==> images/congestion_map.png <==
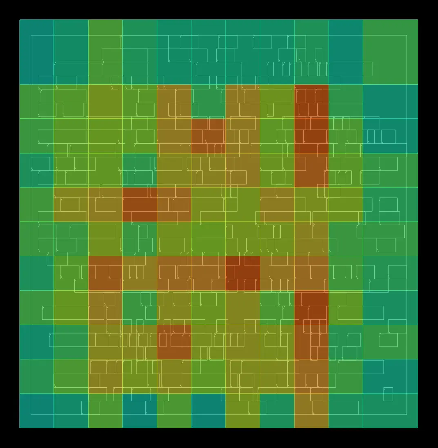
==> images/pinout.png <==
Pins as bars across the die edge, other pins in grey.
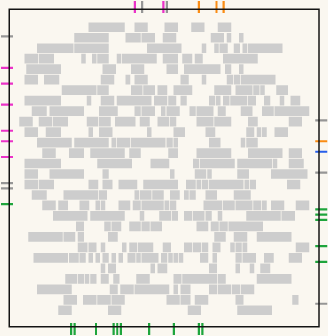
==> images/ff_map.png <==
Other sequential cells in the stronger grey, the rest of the logic in the fainter grey.
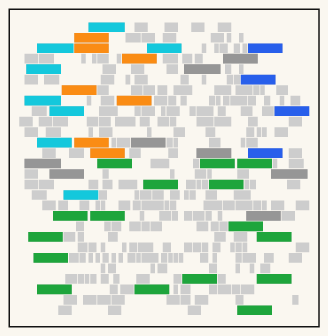
==> images/layers.png <==
Two of the layers only.
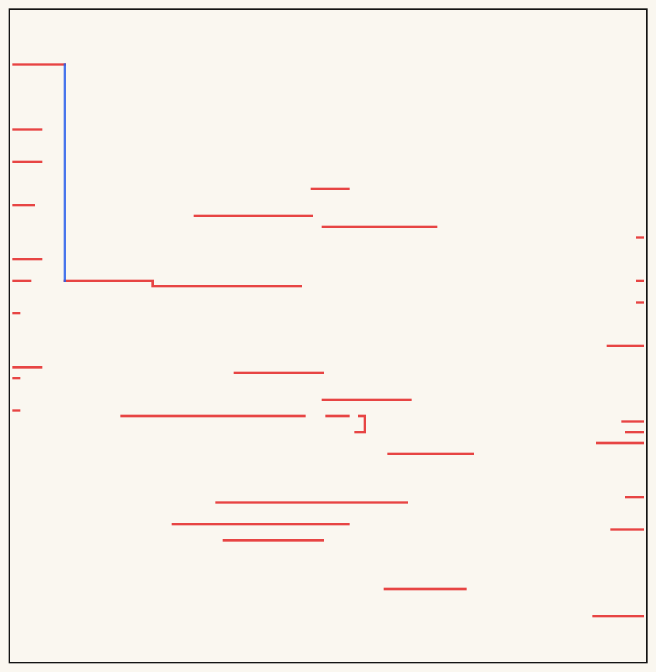
==> images/m3.png <==
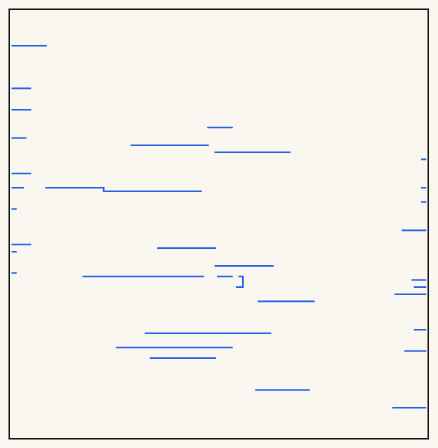
File: config.mk
export PLATFORM = sky130hd
export DESIGN_NAME = sequence_detector_param
export DESIGN_NICKNAME = d
export VERILOG_FILES = /design/src/rtl/sequence_detector_param_pkg.sv /design/src/rtl/sequence_detector_param_match_window.sv /design/src/rtl/sequence_detector_param.sv
export SDC_FILE = /design/constraint.sdc
export NUM_CORES = 1
export LEC_CHECK = 0
export CORE_AREA = 2 2 78 80
export DETAILED_ROUTE_END_ITERATION = 10
export DIE_AREA = 0 0 80 82
export PLACE_DENSITY_LB_ADDON = 0.08
export SLEW_MARGIN = 15
export SYNTH_ARGS = -nofsm -noshare
export SYNTH_HDL_FRONTEND = slang
export SYNTH_SLANG_ARGS = --single-unit
File: constraint.sdc
create_clock -name clock -period 6 [get_ports clock]
set_clock_uncertainty 0.1 [all_clocks]
set_input_delay 1.2 -clock clock [delete_from_list [all_inputs] [get_ports clock]]
set_output_delay 1.2 -clock clock [all_outputs]
set_load 0.02 [all_outputs]
File: src/rtl/sequence_detector_param_pkg.sv
// Shared definitions for the parametrised serial pattern detector.
// Output mode encoding, default pattern/length and the length-field width helper.
package sequence_detector_param_pkg;

   typedef enum logic {
      MODE_MOORE = 1'b0,
      MODE_MEALY = 1'b1
   } mode_e;

   localparam int unsigned DEF_MAX_LEN = 8;
   localparam logic [7:0]  DEF_PATTERN = 8'b0000_1011;
   localparam int unsigned DEF_LEN     = 4;

   function automatic int unsigned len_w(input int unsigned max_len);
      return $clog2(max_len + 1);
   endfunction

endpackage

File: src/rtl/sequence_detector_param_match_window.sv
// Bit history, fill tracking and pattern compare; hit is combinational on the current bit.
// No backpressure: bits are consumed whenever in_valid is high, gap cycles hold state.
module sequence_detector_param_match_window
   import sequence_detector_param_pkg::*;
#(
   parameter int unsigned MAX_LEN = DEF_MAX_LEN,
   parameter int unsigned LW      = len_w(MAX_LEN)
) (
   input  logic               clock,
   input  logic               reset,
   input  logic               clear,
   input  logic               in_valid,
   input  logic               sequence_in,
   input  logic [MAX_LEN-1:0] pat,
   input  logic [LW-1:0]      len,
   input  logic               overlap,
   output logic               hit
);

   // The oldest history bit would shift straight out of the window, so it is not stored.
   logic [MAX_LEN-2:0] hist;
   logic [MAX_LEN-1:0] win;
   logic [MAX_LEN-1:0] mask;
   logic [LW-1:0]      fill;
   logic [LW:0]        fill_inc;

   assign win      = {hist, sequence_in};
   assign fill_inc = {1'b0, fill} + (LW+1)'(1);

   always_comb begin
      mask = '0;
      for (int i = 0; i < MAX_LEN; i++) begin
         mask[i] = (i < int'(len));
      end
   end

   assign hit = in_valid & ~clear & (len != '0) & (fill_inc >= {1'b0, len})
              & (((win ^ pat) & mask) == '0);

   always_ff @(posedge clock or negedge reset) begin
      if (!reset) begin
         hist <= '0;
         fill <= '0;
      end else if (clear) begin
         hist <= '0;
         fill <= '0;
      end else if (in_valid) begin
         hist <= win[MAX_LEN-2:0];
         if (hit && !overlap)
            fill <= '0;
         else if (fill_inc > (LW+1)'(MAX_LEN))
            fill <= LW'(MAX_LEN);
         else
            fill <= fill_inc[LW-1:0];
      end
   end

endmodule

File: src/rtl/sequence_detector_param.sv
// Runtime-configurable serial pattern detector with saturating match counter.
// Mealy output 0-cycle, Moore output 1-cycle latency; in_valid gaps hold state, no backpressure.
module sequence_detector_param
   import sequence_detector_param_pkg::*;
#(
   parameter int unsigned        MAX_LEN         = DEF_MAX_LEN,
   parameter int unsigned        CNT_W           = 16,
   parameter logic [MAX_LEN-1:0] DEFAULT_PATTERN = MAX_LEN'(DEF_PATTERN),
   parameter int unsigned        DEFAULT_LEN     = DEF_LEN,
   localparam int unsigned       LW              = len_w(MAX_LEN)
) (
   input  logic               clock,
   input  logic               reset,
   input  logic               sequence_in,
   input  logic               in_valid,
   input  logic               cfg_load,
   input  logic [MAX_LEN-1:0] cfg_pattern,
   input  logic [LW-1:0]      cfg_len,
   input  logic               cfg_overlap,
   input  logic               cfg_mealy,
   output logic               detector_out,
   output logic [CNT_W-1:0]   match_count,
   output logic               count_sat
);

   logic [MAX_LEN-1:0] pat_q;
   logic [LW-1:0]      len_q;
   logic               overlap_q;
   mode_e              mode_q;
   logic               moore_q;
   logic               hit;
   logic [CNT_W-1:0]   count_nxt;

   always_ff @(posedge clock or negedge reset) begin
      if (!reset) begin
         pat_q     <= DEFAULT_PATTERN;
         len_q     <= LW'(DEFAULT_LEN);
         overlap_q <= 1'b1;
         mode_q    <= MODE_MEALY;
      end else if (cfg_load) begin
         pat_q     <= cfg_pattern;
         len_q     <= (cfg_len > LW'(MAX_LEN)) ? LW'(MAX_LEN) : cfg_len;
         overlap_q <= cfg_overlap;
         mode_q    <= mode_e'(cfg_mealy);
      end
   end

   sequence_detector_param_match_window #(
      .MAX_LEN (MAX_LEN),
      .LW      (LW)
   ) u_window (
      .clock       (clock),
      .reset       (reset),
      .clear       (cfg_load),
      .in_valid    (in_valid),
      .sequence_in (sequence_in),
      .pat         (pat_q),
      .len         (len_q),
      .overlap     (overlap_q),
      .hit         (hit)
   );

   assign count_nxt = match_count + CNT_W'(1);

   always_ff @(posedge clock or negedge reset) begin
      if (!reset) begin
         moore_q     <= 1'b0;
         match_count <= '0;
         count_sat   <= 1'b0;
      end else if (cfg_load) begin
         moore_q     <= 1'b0;
         match_count <= '0;
         count_sat   <= 1'b0;
      end else begin
         moore_q <= hit;
         if (hit && !(&match_count)) begin
            match_count <= count_nxt;
            if (&count_nxt)
               count_sat <= 1'b1;
         end
      end
   end

   assign detector_out = (mode_q == MODE_MEALY) ? hit : moore_q;

endmodule

==> deck_impl_summary.md <==
Implementation Results

Status
  – Result of the run: finished, final reports clean

Worst setup path
  – R2r worst-path depth: 9
  – Category of cells accounting for the largest share of critical-path delay: buffers and inverters
  – Start of the worst register-to-register path: u_window.fill[0]$_DFFE_PN0P_
  – Register-to-register setup slack: 3.31 ns
  – Arrival time of the worst setup path: 3.60 ns
  – Stages on worst setup path: 9
  – Buffer and inverter count on the worst path: 4
  – Startpoint class of the critical path: input pin
  – Cell mode on critical path: sky130_fd_sc_hd__clkdlybuf4s50_1
  – CP Launch Point: in_valid
  – Delay of the slowest cell on the worst path: 0.59 ns
  – Worst Path Max Fanout: 12

CTS
  – TritonCTS clock tree: done
  – Post-CTS Repair Setup Buffers: 0
  – Clock-pin slew on the worst setup and hold paths: 0.10 ns
  – Resized cells post-CTS: 0
  – Number of buffers inserted by hold repair at cts: 0

Route
  – Via count: roughly 2000
  – Average wire per cell in the routed design: 15.49 um

Job
  – Max_cap viols: 0

Global routing
  – Overall Global Routing Usage: 18.42%
  – Total grt overflow: 0

Pwr
  – Power dissipated in sequential cells: 314 uW
  – Total power density per cell area: between 150 and 200 nW/um^2
  – Relative contribution of the clock network to total power: around a third
  – Power share of the sequential group: 54.1%
  – Psw: 157.5 uW

Min path
  – HP Start: pat_q[5]$_DFFE_PN0P_
  – Hold Path Depth: 1
  – Hold Path Sink: pat_q[5]$_DFFE_PN0P_

Logic synthesis
  – Proportion of synthesized chip area in sequential cells: 43.30%
  – Flip-flop and latch count after synthesis: between 40 and 50
  – Dominant combinational family: simple AND/OR/NAND/NOR gates
  – Synthesized Nets: between 200 and 300
  – # Cells Yosys: 256
  – Post-synthesis instance total: 256
  – Synth Area in Compound Gates: between 15 and 20%
  – Synthesized area per cell: 9.775 um^2
  – Fraction of the mapped netlist area in simple logic gates: 19.90%
  – Area fraction in full adders, half adders and majority gates: 4.000%
  – Dominant register cell: sky130_fd_sc_hd__dfrtp_1

Floorplan
  – Die Size: roughly 6600 um^2
  – I/O pin count: 37
  – Cell Rows: 28

Layout
  – Largest register FFs: 16
  – Share of cells above drive strength 1: 13.65%
  – Top logic cell by instance count in the layout: sky130_fd_sc_hd__dfrtp_1
  – Multi-input gate area in the final layout: 1319 um^2

Timing
  – Clock period minus worst slack: 4.904 ns
  – Post-layout worst setup margin: 1.096 ns
  – Unrepaired setup endpoints after global routing: false
  – Final setup violation count: 0
  – Highest clock rate: 203.9 MHz
Notes on congestion_map.png above:
Global Route met1 Usage: 28.73%
Most Crowded Layer GR: met1
met3 Use GR: 3.626%
post-layout utilization of the core: 52.66%

Notes on pinout.png above:
- blue: cfg_overlap (pins 1; direction input; edge east)
- magenta: cfg_pattern (pins 8; direction input; edge 6 west, 2 north)
- orange: cfg_len (pins 4; direction input; edge 3 north, 1 east)
- green: match_count (pins 16; direction output; edge 10 south, 5 east, 1 west)
- all pins by edge: 10 east, 10 west, 10 south, 7 north
Chip Height: 82 um
die boundary width: 80 um
Port Buf Inserts: 36

Notes on ff_map.png above:
- green: match_count (placed flops 16)
- orange: u_window.hist (placed flops 7)
- blue: u_window.fill (placed flops 4; where north-east)
- cyan: pat_q (placed flops 8)
- not coloured: 8

Notes on layers.png above:
- red: M3 (wire length 251 um)
- blue: M4 (wire length 27.2 um)

Notes on m3.png above:
- main direction: horizontal
- wire length on this layer: 251 um
- longest straight run: 23.9 um
- nets with wire on the layer: 30
- share of all routed wire: 4.4%

==> synth_stat cells, types with 5 or more instances <==
library cell / n / area, um^2
sky130_fd_sc_hd__dfrtp_1: 37 / 925.9
sky130_fd_sc_hd__nand2_1: 26 / 97.59
sky130_fd_sc_hd__nor3_1: 10 / 50.05
sky130_fd_sc_hd__dfstp_2: 6 / 157.7
sky130_fd_sc_hd__o21ai_0: 12 / 60.06
sky130_fd_sc_hd__nand4_1: 7 / 43.79
sky130_fd_sc_hd__clkbuf_1: 5 / 18.77
sky130_fd_sc_hd__mux2_2: 11 / 123.9
sky130_fd_sc_hd__inv_1: 12 / 45.04
sky130_fd_sc_hd__xor2_1: 6 / 52.55
sky130_fd_sc_hd__ha_1: 8 / 100.1
sky130_fd_sc_hd__xnor2_1: 8 / 70.07
sky130_fd_sc_hd__nor2_1: 16 / 60.06
sky130_fd_sc_hd__mux2i_1: 8 / 80.08
sky130_fd_sc_hd__and2_1: 7 / 43.79
sky130_fd_sc_hd__nand3_1: 8 / 40.04
==> per-stage QoR <==
step / util [%] / cells / hold slack (ns)
2_1_floorplan: - / 256 / 0.3989
3_3_place_gp: 51.00 / 360 / 0.4200
3_5_place_dp: 51.00 / 360 / 0.4207
4_1_cts: 52.66 / 368 / 0.4439
5_1_grt: 52.66 / 368 / 0.4628
6_report: 52.66 / 368 / 0.4367
==> layer usage <==
metal | GRT usage, % | routed length [um] | vias up
met1 | 28.73 | 2945 | 976
met5 | 0 | 0 | -
met3 | 3.626 | 250 | 2
li1 | - | - | 1007
met4 | 4.237 | 27 | 0
met2 | 26.08 | 2477 | 48
==> area by class of cell <==
class	count	share of cell area [%]
multi-input cells	189	43.59
clock buffers	5	2.275
clock inverters	3	0.8685
flip-flops and latches	43	35.81
well taps	75	3.102
inverters	13	1.613
repair buffers	40	12.74
Power is estimated from default activity; no workload was simulated.
